met1.png
(4 px per µm)
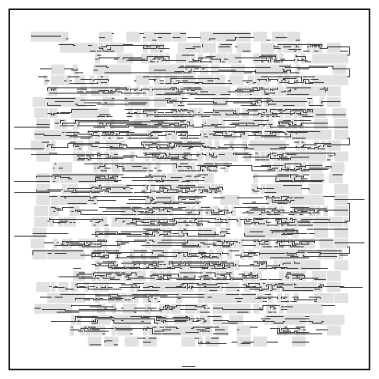
met2.png
(6 px per µm)
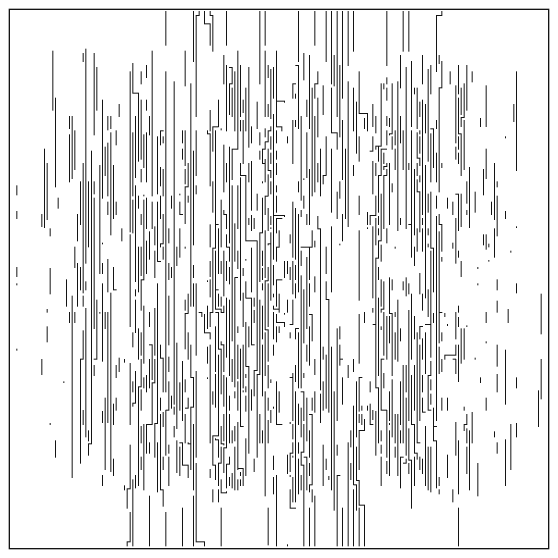
### config.mk
export PLATFORM = sky130hd
export DESIGN_NAME = stack_addr_unit
export DESIGN_NICKNAME = d
export VERILOG_FILES = /design/src/rtl/stack_addr_unit.sv
export SDC_FILE = /design/constraint.sdc
export NUM_CORES = 1
export LEC_CHECK = 0
export ABC_AREA = 1
export CORE_MARGIN = 5
export CORE_UTILIZATION = 53
export CTS_CLUSTER_DIAMETER = 50
export CTS_CLUSTER_SIZE = 8
export DETAILED_ROUTE_END_ITERATION = 7
export HOLD_SLACK_MARGIN = 0.1
export PLACE_DENSITY = 0.87
export SLEW_MARGIN = 5
export SYNTH_ARGS = -nofsm -noshare
export SYNTH_HDL_FRONTEND = slang
export SYNTH_SLANG_ARGS = --single-unit
### constraint.sdc
create_clock -name clk -period 4.1 [get_ports clk]
set_input_delay 1.23 -clock clk [delete_from_list [all_inputs] [get_ports clk]]
set_output_delay 1.23 -clock clk [all_outputs]
set_load 0.01 [all_outputs]
### src/rtl/stack_addr_unit.sv
// Stack/address generation unit: selects a memory address from register-indirect,
// stack push/pop or direct sources, with a one-cycle registered result and sticky error flags.
module stack_addr_unit #(
   parameter int unsigned        ADDR_W      = 16,
   parameter logic [ADDR_W-1:0]  STACK_TOP   = 16'hFFFF,
   parameter int unsigned        STACK_DEPTH = 256
) (
   input  logic              clk,
   input  logic              rst,
   input  logic              req,
   input  logic              reg_addr,
   input  logic              push,
   input  logic              pop,
   input  logic              sp_load,
   input  logic [ADDR_W-1:0] sp_load_val,
   input  logic [ADDR_W-1:0] addr,
   input  logic [ADDR_W-1:0] alu_result,
   output logic [ADDR_W-1:0] true_addr,
   output logic              addr_valid,
   output logic [ADDR_W-1:0] sp,
   output logic              full,
   output logic              empty,
   output logic              overflow,
   output logic              underflow,
   output logic              conflict
);

   localparam logic [ADDR_W-1:0] SP_FULL = STACK_TOP - ADDR_W'(STACK_DEPTH);
   localparam logic [ADDR_W-1:0] SP_ONE  = ADDR_W'(1);

   typedef enum logic [2:0] {
      OP_NONE   = 3'd0,
      OP_REG    = 3'd1,
      OP_PUSH   = 3'd2,
      OP_POP    = 3'd3,
      OP_DIRECT = 3'd4,
      OP_OVF    = 3'd5,
      OP_UNF    = 3'd6,
      OP_CONF   = 3'd7
   } op_e;

   logic [ADDR_W-1:0] sp_q, sp_d, sp_step_s;
   logic [ADDR_W-1:0] true_addr_q, true_addr_d;
   logic              addr_valid_q, addr_valid_d;
   logic              overflow_q, overflow_d;
   logic              underflow_q, underflow_d;
   logic              conflict_q, conflict_d;
   logic              full_s, empty_s;
   op_e               op_s;

   // Full/empty follow the raw SP compare, even after an out-of-range load.
   always_comb begin
      full_s  = (sp_q == SP_FULL);
      empty_s = (sp_q == STACK_TOP);
   end

   // Classify the current request; reg_addr masks push/pop entirely.
   always_comb begin
      op_s = OP_NONE;
      if (req) begin
         if (reg_addr) begin
            op_s = OP_REG;
         end else if (push && pop) begin
            op_s = OP_CONF;
         end else if (push) begin
            op_s = full_s ? OP_OVF : OP_PUSH;
         end else if (pop) begin
            op_s = empty_s ? OP_UNF : OP_POP;
         end else begin
            op_s = OP_DIRECT;
         end
      end else begin
         op_s = OP_NONE;
      end
   end

   // Next-state for address, valid, SP step and sticky flags.
   always_comb begin
      true_addr_d  = true_addr_q;
      addr_valid_d = 1'b0;
      sp_step_s    = sp_q;
      overflow_d   = overflow_q;
      underflow_d  = underflow_q;
      conflict_d   = conflict_q;
      case (op_s)
         OP_REG: begin
            true_addr_d  = alu_result;
            addr_valid_d = 1'b1;
         end
         OP_PUSH: begin
            true_addr_d  = sp_q - SP_ONE;
            addr_valid_d = 1'b1;
            sp_step_s    = sp_q - SP_ONE;
         end
         OP_POP: begin
            true_addr_d  = sp_q;
            addr_valid_d = 1'b1;
            sp_step_s    = sp_q + SP_ONE;
         end
         OP_DIRECT: begin
            true_addr_d  = addr;
            addr_valid_d = 1'b1;
         end
         OP_OVF:  overflow_d  = 1'b1;
         OP_UNF:  underflow_d = 1'b1;
         OP_CONF: conflict_d  = 1'b1;
         default: begin
            true_addr_d  = true_addr_q;
            addr_valid_d = 1'b0;
         end
      endcase
   end

   // An SP load wins over the stack step; the address above already used the old SP.
   always_comb begin
      if (sp_load) begin
         sp_d = sp_load_val;
      end else begin
         sp_d = sp_step_s;
      end
   end

   // State registers with asynchronous reset.
   always_ff @(posedge clk or posedge rst) begin
      if (rst) begin
         sp_q         <= STACK_TOP;
         true_addr_q  <= '0;
         addr_valid_q <= 1'b0;
         overflow_q   <= 1'b0;
         underflow_q  <= 1'b0;
         conflict_q   <= 1'b0;
      end else begin
         sp_q         <= sp_d;
         true_addr_q  <= true_addr_d;
         addr_valid_q <= addr_valid_d;
         overflow_q   <= overflow_d;
         underflow_q  <= underflow_d;
         conflict_q   <= conflict_d;
      end
   end

   assign true_addr  = true_addr_q;
   assign addr_valid = addr_valid_q;
   assign sp         = sp_q;
   assign full       = full_s;
   assign empty      = empty_s;
   assign overflow   = overflow_q;
   assign underflow  = underflow_q;
   assign conflict   = conflict_q;

endmodule

==> flow.log <==
[report] implementation figures
INFO  metric run_status = completed
INFO  metric chip_area = 8040 µm²
INFO  metric route.detailed.vias_per_inst = 5.24
INFO  metric critical_path_top_delay_cell = dfstp_2
INFO  metric cp_common_cell = nand2_1
INFO  metric synthesis_warnings = 0
INFO  metric final_hold_viol_count = 0
INFO  metric period_minus_slack = 3.47 ns
INFO  metric synth-area-yosys = about 3400 µm²
INFO  metric grt_start_max_net_pins = 22
INFO  metric post-dp-hpwl = 8.00 mm
INFO  metric static-leakage-power = about 0.0021 µW
INFO  metric final_design_area_no_fill = 4350 µm²
INFO  metric report.final.slew_viol_count = 0
INFO  metric grt_antenna_before_repair = 0
INFO  metric setup.worst_path.start = sp[0]
INFO  metric critPathCaptureType = output pin
INFO  metric hold_path.class = reg2reg
INFO  metric chipHeight = 89.7 µm
INFO  metric syn_avg_cell_area = 6.23 µm²
INFO  metric critical_path_class = reg2out
INFO  metric n_antenna_cell = 0
INFO  metric rsz_0062_raised_after_global_routing = no
INFO  metric worst_pin_slew = about 0.83 ns
INFO  metric power.ir.vdd_worst = 178 µV
INFO  metric synth_top_flop_cell = dfrtp_1
INFO  metric async_reset_ff_frac = 1.00
INFO  metric gr-usage-all-layers = 0.261
INFO  metric net_switching_component_of_the_power = 467 µW
INFO  metric netSwitchingFraction = 0.364
INFO  metric design.portCount = 93
INFO  metric clock_tree_from_tritoncts = done
INFO  metric post-route-period-util = 0.845
INFO  metric h-tree-depth = 2
INFO  metric slowest_delay = 0.63 ns
INFO  metric layout_top_cells_excl_fill_tap = 167 x nand2_1, 95 x nand3_1, 92 x clkdlybuf4s50_1
INFO  metric clock_skew = ~0.013 ns
INFO  metric number_of_logged_tool_warnings = 27
INFO  metric cts_buffer_depth = 2
INFO  metric hold_start = overflow
INFO  metric nNetsFinal = 675
INFO  metric seq_power_share = 0.390
INFO  metric post_cts_buffers = 0
INFO  metric max_slew_margin = 0.443
INFO  metric initial_core_util = 0.536
INFO  metric numSynthFlops = 36
INFO  metric post-route-drc-count = 0
INFO  metric first_global_vias = about 3500
INFO  metric ys_cells = 540
INFO  metric post_synth_num_cell_types = 33
INFO  metric critical_path.cell_chain = ha_1 > nand2_1 > nor2_1 > nand2_2 > inv_2 > nand2_1 > inv_1 > clkdlybuf4s50_1
INFO  metric synthesis.nets = 597
INFO  metric drt_first_pass_iters = 6
INFO  metric edf_count = 0
INFO  metric clock_buffer_count_from_cts = 5
INFO  metric portBuffers = 92
INFO  metric cts.hold.buffers_added = 0
INFO  metric critical_path_peak_fanout = 8
INFO  metric timing.critical_path.arrival = 2.24 ns
INFO  metric detail_route.iter0.violations = 297
INFO  metric syn-instance-count = 540
INFO  metric area_of_the_core_region = about 6300 µm²
INFO  metric cell_internal_pwr = 815 µW
INFO  metric area_growth = 29.2%
INFO  metric reg2reg_from = sp[0]
INFO  metric timing.fmax = between 0.2 and 0.3 GHz
INFO  metric drive_above_1_share = 0.113
INFO  metric clock_sink_count = 36
INFO  metric cts.repair.resized = 0
INFO  metric clk-insertion-delay-late = 0.29 ns
INFO  metric routed_wire_length_per_instance = 14.7 µm
INFO  metric num_rows = 29
INFO  metric dieWidth = 89.7 µm
INFO  metric ant_nets = 0
INFO  metric fin_tns_setup = 0 ns
INFO  metric clkSlewWorstSetupHoldPaths = roughly 0.090 ns
INFO  metric clk_root_buffer_cell = clkbuf_8
INFO  metric clock_power_share = 0.227
INFO  metric timing.critical_path.required = 2.87 ns
INFO  metric placement_cell_area = 4250 µm²
INFO  metric critical_path.startpoint_type = register
INFO  metric comb_power_share = 0.383
INFO  metric cap_viol_max_count = 0
INFO  metric power_density = just under 300 nW/µm²
INFO  metric globalplace.congestion = 0.946
INFO  metric netlist_area = 3360 µm²
INFO  metric globalRouteOverflowTotal = 0
INFO  metric layout.cells.most_common = nand2_1
INFO  metric timing.final.setup_violations = 0
INFO  metric grt_first_pass_wirelength = 16.5 mm
Notes on met1.png above:
share of all routed wire: 42%
wire length on this layer: 4310 µm
longest straight run: 23.9 µm
total via count after detailed routing: 3646
M1 GR Usage: 0.341
WL final: 10.2 mm

Notes on met2.png above:
wire length on this layer: 4930 µm
share of all routed wire: 48%

power groups by stage:
stage	clock, µW	sequential (µW)	combinational [µW]
after floorplan	0	495	271
after global placement	0	502	478
after detailed placement	0	503	488
after CTS	295	497	491
after global routing	313	507	543
final	291	500	491
critical path, delay by kind of cell, from the launching register on:
family,cells,cell delay [ns]
AND/OR/NAND/NOR,4,0.43
buffers and inverters,3,0.67
flip-flops,1,0.63
adder cells (fa/ha/maj),1,0.23
cell usage after synthesis (all sizes together) (3+ instances only):
master / n / share of area
nand2: 180 / 0.22
nand3: 97 / 0.15
inv: 90 / 0.10
nor2: 45 / 0.060
buf: 25 / 0.051
xor2: 24 / 0.062
dfrtp: 20 / 0.15
dfstp: 16 / 0.12
o211ai: 10 / 0.022
o21ai: 9 / 0.015
a21oi: 3 / 0.0078
a31o: 3 / 0.0078
nand4: 3 / 0.0056
nor3: 3 / 0.0045
cell type report:
class	instances	area, µm²
Tap cell	77	96.3
Clock buffer	8	100
Fill cell	563	1930
Timing Repair Buffer	98	966
Sequential cell	36	921
Inverter	91	342
Multi-Input combinational cell	386	1920
registers in the layout, indices dropped and copies added (netlist names):
register    flops
sp             16
true_addr      16
addr_valid      1
conflict        1
overflow        1
underflow       1
cells by family after synthesis:
group | Yosys count | share of synthesized area
and+or+nand+nor | 331 | 0.440
DFF | 36 | 0.274
AOI/OAI and AO/OA | 27 | 0.0562
buffers and inverters | 118 | 0.155
xor gates and xnor gates | 26 | 0.0677
adders and majority gates | 2 | 0.00744
through the flow:
| stage | setup slack [ns] | util | hold slack (ns) | cells | total power (µW) |
|---|---|---|---|---|---|
| 2_1_floorplan | 1.57 | - | 0.503 | 540 | 765 |
| 3_3_place_gp | 0.778 | 0.677 | 0.457 | 688 | 981 |
| 3_5_place_dp | 0.677 | 0.677 | 0.465 | 688 | 991 |
| 4_1_cts | 0.613 | 0.692 | 0.480 | 696 | 1280 |
| 5_1_grt | 0.546 | 0.692 | 0.504 | 696 | 1360 |
| 6_report | 0.635 | 0.692 | 0.480 | 696 | 1280 |
per-layer routing:
metal  global-route usage  vias to the layer above  part of all wire
met5                    0                        -                 0
met4               0.0501                        0             0.013
met3               0.0392                       15             0.083
met2                0.457                      149              0.48
met1                0.341                     1654              0.42
li1                     -                     1828                 -
final timing paths:
check	end	slack, ns	cells past startpoint
worst max register to register	sp[1]	1.28	17
min in group asynchronous	true_addr[0]	1.41	2
worst min-delay path	overflow	0.48	1
worst max-delay path	empty	0.63	8
worst min register to register	overflow	0.48	1
max in group asynchronous	sp[2]	1.89	3
Power is estimated from default activity; no workload was simulated.
